File: config.mk
export PLATFORM = sky130hd
export DESIGN_NAME = uart_rx_flat
export DESIGN_NICKNAME = d
export VERILOG_FILES = /design/src/rtl/uart_pkg.sv /design/src/rtl/uart_rx_if.sv /design/src/rtl/uart_sync2.sv /design/src/rtl/uart_rx.sv /design/src/flat_wrapper.sv
export SDC_FILE = /design/constraint.sdc
export NUM_CORES = 1
export LEC_CHECK = 0
export ABC_AREA = 1
export CAP_MARGIN = 20
export CORE_MARGIN = 5
export CORE_UTILIZATION = 40
export DETAILED_ROUTE_END_ITERATION = 8
export PLACE_DENSITY = 0.6
export SYNTH_ARGS = -nofsm -noshare
export SYNTH_HDL_FRONTEND = slang
export SYNTH_SLANG_ARGS = --single-unit
File: constraint.sdc
create_clock -name clk_i -period 4.22 [get_ports clk_i]
set_clock_uncertainty 0.2 [all_clocks]
set_input_delay 0.633 -clock clk_i [delete_from_list [all_inputs] [get_ports clk_i]]
set_output_delay 0.633 -clock clk_i [all_outputs]
set_load 0.03 [all_outputs]
File: src/rtl/uart_pkg.sv
// Types shared by the UART receive path and uart_irq_gen: receiver FSM states,
// the per-frame event bundle, and the 3-sample majority vote.
package uart_pkg;

  typedef enum logic [2:0] {
    StIdle,
    StStart,
    StData,
    StParity,
    StStop1,
    StStop2
  } uart_rx_state_e;

  typedef struct packed {
    logic done;
    logic frame;
    logic parity;
    logic overrun;
  } uart_rx_evt_t;

  function automatic logic vote3(input logic a, input logic b, input logic c);
    return (a & b) | (a & c) | (b & c);
  endfunction

endpackage

File: src/rtl/uart_rx_if.sv
// Receive holding-register handshake between uart_rx (master) and its consumer (slave).
interface uart_rx_if #(
  parameter int unsigned DATA_W = 8
);
  logic [DATA_W-1:0] rx_data_o;
  logic              rx_valid_o;
  logic              rx_ready_i;

  modport master (
    output rx_data_o,
    output rx_valid_o,
    input  rx_ready_i
  );

  modport slave (
    input  rx_data_o,
    input  rx_valid_o,
    output rx_ready_i
  );
endinterface

File: src/rtl/uart_sync2.sv
// Two-flop synchronizer for the asynchronous serial line; resets to idle-high.
module uart_sync2 (
  input  logic clk_i,
  input  logic rst_n_i,
  input  logic d_i,
  output logic q_o
);

  logic [1:0] sync_q;

  always_ff @(posedge clk_i or negedge rst_n_i) begin
    if (!rst_n_i) begin
      sync_q <= 2'b11;
    end else begin
      sync_q <= {sync_q[0], d_i};
    end
  end

  assign q_o = sync_q[1];

endmodule

File: src/rtl/uart_rx.sv
// Oversampling UART receiver with majority-vote bit decisions and a one-word holding register.
// Parity support is compiled in only when UART_RX_PARITY_EN is defined.
module uart_rx
  import uart_pkg::*;
#(
  parameter int unsigned OVERSAMPLE = 16,
  parameter int unsigned DATA_W     = 8
) (
  input  logic      clk_i,
  input  logic      rst_n_i,
  input  logic      baud_tick_i,
  input  logic      rx_i,
  input  logic      stop2_i,
  input  logic      parity_en_i,
  input  logic      parity_odd_i,
  uart_rx_if.master rx_if,
  output logic      frame_err_o,
  output logic      parity_err_o,
  output logic      overrun_o,
  output logic      rx_done_o,
  output logic      busy_o
);

  localparam int unsigned TickW = $clog2(OVERSAMPLE);
  localparam int unsigned BitW  = $clog2(DATA_W + 1);

  localparam logic [TickW-1:0] TickS0   = TickW'(OVERSAMPLE / 2 - 1);
  localparam logic [TickW-1:0] TickS1   = TickW'(OVERSAMPLE / 2);
  localparam logic [TickW-1:0] TickVote = TickW'(OVERSAMPLE / 2 + 1);
  localparam logic [TickW-1:0] TickLast = TickW'(OVERSAMPLE - 1);
  localparam logic [BitW-1:0]  BitLast  = BitW'(DATA_W - 1);

  logic line;

  uart_sync2 u_sync2 (
    .clk_i   (clk_i),
    .rst_n_i (rst_n_i),
    .d_i     (rx_i),
    .q_o     (line)
  );

  uart_rx_state_e    state_q;
  logic [TickW-1:0]  tick_q;
  logic [BitW-1:0]   bit_q;
  logic [1:0]        samp_q;
  logic [DATA_W-1:0] shift_q;
  logic [DATA_W-1:0] data_q;
  logic              valid_q;
  logic              stop2_q;
  logic              ferr_q;
  uart_rx_evt_t      evt_q;
`ifdef UART_RX_PARITY_EN
  logic              par_en_q;
  logic              par_odd_q;
  logic              perr_q;
`endif

  logic at_vote;
  logic at_end;
  logic vote;

  assign at_vote = baud_tick_i && (tick_q == TickVote);
  assign at_end  = baud_tick_i && (tick_q == TickLast);
  assign vote    = vote3(samp_q[0], samp_q[1], line);

  always_ff @(posedge clk_i or negedge rst_n_i) begin
    if (!rst_n_i) begin
      state_q   <= StIdle;
      tick_q    <= '0;
      bit_q     <= '0;
      samp_q    <= '0;
      shift_q   <= '0;
      data_q    <= '0;
      valid_q   <= 1'b0;
      stop2_q   <= 1'b0;
      ferr_q    <= 1'b0;
      evt_q     <= '0;
`ifdef UART_RX_PARITY_EN
      par_en_q  <= 1'b0;
      par_odd_q <= 1'b0;
      perr_q    <= 1'b0;
`endif
    end else begin
      evt_q <= '0;

      if (baud_tick_i && (tick_q == TickS0)) samp_q[0] <= line;
      if (baud_tick_i && (tick_q == TickS1)) samp_q[1] <= line;
      if ((state_q != StIdle) && baud_tick_i) begin
        tick_q <= (tick_q == TickLast) ? '0 : tick_q + 1'b1;
      end

      unique case (state_q)
        StIdle: begin
          if (baud_tick_i && !line) begin
            state_q   <= StStart;
            tick_q    <= '0;
            bit_q     <= '0;
            stop2_q   <= stop2_i;
            ferr_q    <= 1'b0;
`ifdef UART_RX_PARITY_EN
            par_en_q  <= parity_en_i;
            par_odd_q <= parity_odd_i;
            perr_q    <= 1'b0;
`endif
          end
        end
        StStart: begin
          if (at_vote && vote) begin
            state_q <= StIdle;
            tick_q  <= '0;
          end else if (at_end) begin
            state_q <= StData;
          end
        end
        StData: begin
          if (at_vote) shift_q <= {vote, shift_q[DATA_W-1:1]};
          if (at_end) begin
            if (bit_q == BitLast) begin
              bit_q <= '0;
`ifdef UART_RX_PARITY_EN
              state_q <= par_en_q ? StParity : StStop1;
`else
              state_q <= StStop1;
`endif
            end else begin
              bit_q <= bit_q + 1'b1;
            end
          end
        end
`ifdef UART_RX_PARITY_EN
        StParity: begin
          if (at_vote) perr_q <= ((^shift_q) ^ vote) != par_odd_q;
          if (at_end) state_q <= StStop1;
        end
`endif
        StStop1: begin
          if (at_vote) begin
            if (stop2_q) begin
              ferr_q <= !vote;
            end else begin
              evt_q.done  <= 1'b1;
              evt_q.frame <= !vote;
`ifdef UART_RX_PARITY_EN
              evt_q.parity <= perr_q;
`endif
              state_q <= StIdle;
              tick_q  <= '0;
            end
          end else if (at_end) begin
            state_q <= StStop2;
          end
        end
        StStop2: begin
          if (at_vote) begin
            evt_q.done  <= 1'b1;
            evt_q.frame <= ferr_q | !vote;
`ifdef UART_RX_PARITY_EN
            evt_q.parity <= perr_q;
`endif
            state_q <= StIdle;
            tick_q  <= '0;
          end
        end
        default: state_q <= StIdle;
      endcase

      // Word commits the cycle after the final stop vote; a same-cycle handshake frees the slot.
      if (evt_q.done) begin
        if (!valid_q || rx_if.rx_ready_i) begin
          data_q  <= shift_q;
          valid_q <= 1'b1;
        end else begin
          evt_q.overrun <= 1'b1;
        end
      end else if (valid_q && rx_if.rx_ready_i) begin
        valid_q <= 1'b0;
      end
    end
  end

  assign rx_if.rx_data_o  = data_q;
  assign rx_if.rx_valid_o = valid_q;
  assign rx_done_o        = evt_q.done;
  assign frame_err_o      = evt_q.frame;
  assign overrun_o        = evt_q.overrun;
  assign busy_o           = (state_q != StIdle);

`ifdef UART_RX_PARITY_EN
  assign parity_err_o = evt_q.parity;
`else
  logic unused_parity;
  assign unused_parity = parity_en_i ^ parity_odd_i ^ evt_q.parity;
  assign parity_err_o  = 1'b0;
`endif

endmodule

File: src/flat_wrapper.sv
// flat-port wrapper written by rule: the top's interface ports become plain ports
module uart_rx_flat import uart_pkg::*;
#(
  parameter int unsigned OVERSAMPLE = 16,
  parameter int unsigned DATA_W     = 8
)
  (clk_i, rst_n_i, baud_tick_i, rx_i, stop2_i, parity_en_i, parity_odd_i, frame_err_o, parity_err_o, overrun_o, rx_done_o, busy_o, rx_if_rx_data_o, rx_if_rx_valid_o, rx_if_rx_ready_i);
  uart_rx_if #(.DATA_W(DATA_W)) rx_if_i ();
  input  logic clk_i;
  input  logic rst_n_i;
  input  logic baud_tick_i;
  input  logic rx_i;
  input  logic stop2_i;
  input  logic parity_en_i;
  input  logic parity_odd_i;
  output logic frame_err_o;
  output logic parity_err_o;
  output logic overrun_o;
  output logic rx_done_o;
  output logic busy_o;
  output wire logic [$bits(rx_if_i.rx_data_o)-1:0] rx_if_rx_data_o;
  output wire logic [$bits(rx_if_i.rx_valid_o)-1:0] rx_if_rx_valid_o;
  input wire logic [$bits(rx_if_i.rx_ready_i)-1:0] rx_if_rx_ready_i;
  assign rx_if_rx_data_o = rx_if_i.rx_data_o;
  assign rx_if_rx_valid_o = rx_if_i.rx_valid_o;
  assign rx_if_i.rx_ready_i = rx_if_rx_ready_i;
  uart_rx #(.OVERSAMPLE(OVERSAMPLE), .DATA_W(DATA_W)) u_core (.clk_i(clk_i), .rst_n_i(rst_n_i), .baud_tick_i(baud_tick_i), .rx_i(rx_i), .stop2_i(stop2_i), .parity_en_i(parity_en_i), .parity_odd_i(parity_odd_i), .rx_if(rx_if_i), .frame_err_o(frame_err_o), .parity_err_o(parity_err_o), .overrun_o(overrun_o), .rx_done_o(rx_done_o), .busy_o(busy_o));
endmodule
layer_met1.png
Supply wires on this layer in grey.
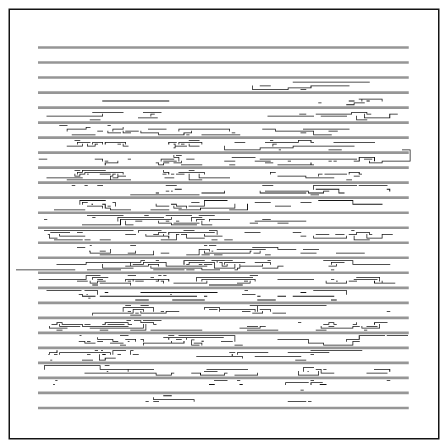
The layer carries 1,600 um of wire. The longest straight run is 17.5 um. The wires run mostly horizontal. The layer holds 51% of the routed length. 221 nets have wire on it.
GRT met1 Usage: 0.1449
total wire length after detailed routing: 3148 um

layer_met2.png
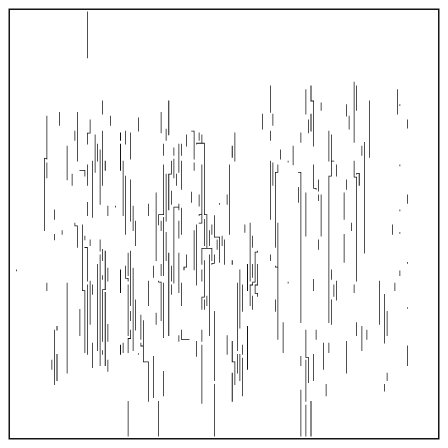
The wires run mostly vertical. The layer carries 1,360 um of wire.
met2 Track Usage GR: 0.1801
Vias: 1,341

layer_met3.png
The bar under the picture is 20 um long.
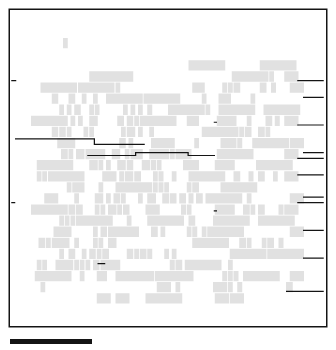
The longest straight run is 19.3 um. 14 nets have wire on it. The wires run mostly horizontal.
met3 usage: 0.03241

==> results.json <==
{
  "outcome": "completed",
  "ant_nets": 0,
  "mux_share": 0.01235,
  "hold_buffers": 0,
  "logic_area_um2": 733.2,
  "rows": 24,
  "finalNetCount": 251,
  "syn_nets": 229,
  "aoi_share": 0.09334,
  "grt_usage": 0.1133,
  "fmax_mhz": 381.2,
  "min_to": "u_core.u_sync2.sync_q[1]",
  "chipWidth_um": 77.51,
  "rsz0062_at_grt": "no",
  "crit_type": "reg -> out",
  "dpl_cell_area_mm2": 0.002041,
  "synth.logic.top_family": "simple AND/OR/NAND/NOR gates",
  "nFillCells": 444,
  "synthCells": 217,
  "crit_path_end_kind": "primary output",
  "placedCellCount": 284,
  "xor_share": 0.004804,
  "reg2regPathDepth": 4,
  "met1_length_um": 1596,
  "start_kind": "flop",
  "initCoreUtil": 0.4158,
  "dr.max_layer_used": "met4",
  "tool_warnings": 30,
  "gr-total-overflow": 0,
  "ys_chip_area_mm2": 0.001823,
  "postCtsSetupRepairBufs": 0,
  "critPathMaxFanout": 6,
  "drt_iter0_drc": 52,
  "met3_length_um": 133,
  "synth.distinct_cells": 28,
  "p_leak_nw": 1.074,
  "r2r_end": "u_core.shift_q[7]",
  "fin_area_mm2": 0.002161,
  "hp-start": "u_core.u_sync2.sync_q[0]",
  "grt_pass1_vias": 1266,
  "worst_slew_pin_slew_ns": 0.8126,
  "hold_viol_final": 0,
  "fa_ha_area_frac": 0.02745,
  "wl_met2_um": 1355,
  "relSlewSlack": 0.4583,
  "cp.arrival_ns": 1.79,
  "r2r_slack_ns": 2.31
}
clocks.png
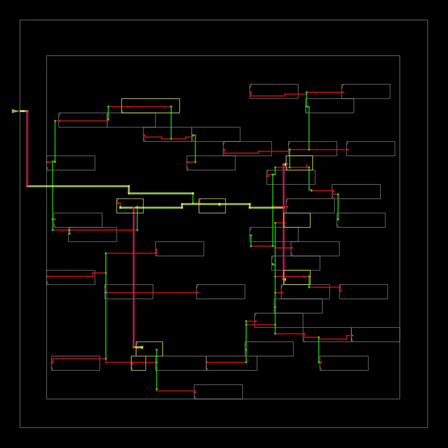
Latency at later pin: 0.29 ns
clock tree sinks: 37
Clock net power: 0.000325 W

logic_types.png
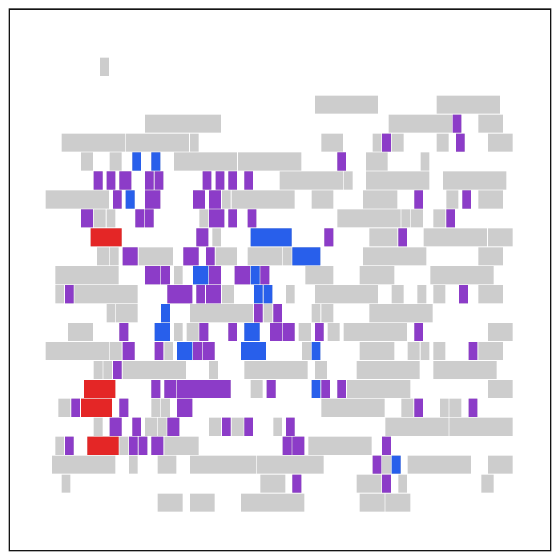
Key: purple = NAND gates [cells 84, most used nand2_1]; blue = NOR gates [cells 17, most used nor2_1, where centre]; red = adder and majority cells [cells 4, most used ha_1]
logic share of the area: 0.3393
Top cell excl fill/tap: nand2_1
Finished Layout Cells: 292

-- where the power goes --
part | leakage [nW] | total, W | switching, W | internal [W]
clock | 0.0574 | 0.000325 | 0.000133 | 0.000192
sequential | 0.465 | 0.000448 | 0.0000435 | 0.000404
combinational | 0.552 | 0.000325 | 0.000216 | 0.000108
-- critical path: stages, from the launching register on --
cell and delay [ns]:
dfrtp_1 0.39, inv_2 0.13, nand2_1 0.10, nor2_2 0.17
inv_1 0.10, clkdlybuf4s50_1 0.60
-- layout make-up --
cell class                 count  share of cell area
sequential                    37              0.4296
multi-input combinational    140              0.3393
timing repair buffer          18             0.08107
inverter                      37             0.06427
clock buffer                   6             0.03822
tap                           52             0.03011
clock inverter                 2             0.01737
-- sequential cells by signal, indices dropped and copies added (netlist names) --
name	cells
u_core.bit_q	4
u_core.ferr_q	1
u_core.frame_err_o	1
u_core.overrun_o	1
u_core.rx_done_o	1
u_core.rx_if.rx_data_o	8
u_core.rx_if.rx_valid_o	1
u_core.samp_q	2
u_core.shift_q	8
u_core.state_q	3
u_core.stop2_q	1
u_core.tick_q	4
u_core.u_sync2.sync_q	2
-- cells in the mapped netlist (all sizes together) --
cell | number | area, um^2
nand2 | 65 | 259.0
inv | 37 | 138.9
dfrtp | 35 | 875.8
o21ai | 25 | 136.4
nand3 | 16 | 85.08
nor2 | 15 | 73.82
a21oi | 6 | 33.78
ha | 4 | 50.05
nand4 | 3 | 33.78
buf | 2 | 18.77
dfstp | 2 | 52.55
mux2 | 2 | 22.52
nor3 | 2 | 26.28
clkbuf | 1 | 3.750
conb | 1 | 3.750
xor2 | 1 | 8.760
Power is estimated from default activity; no workload was simulated.
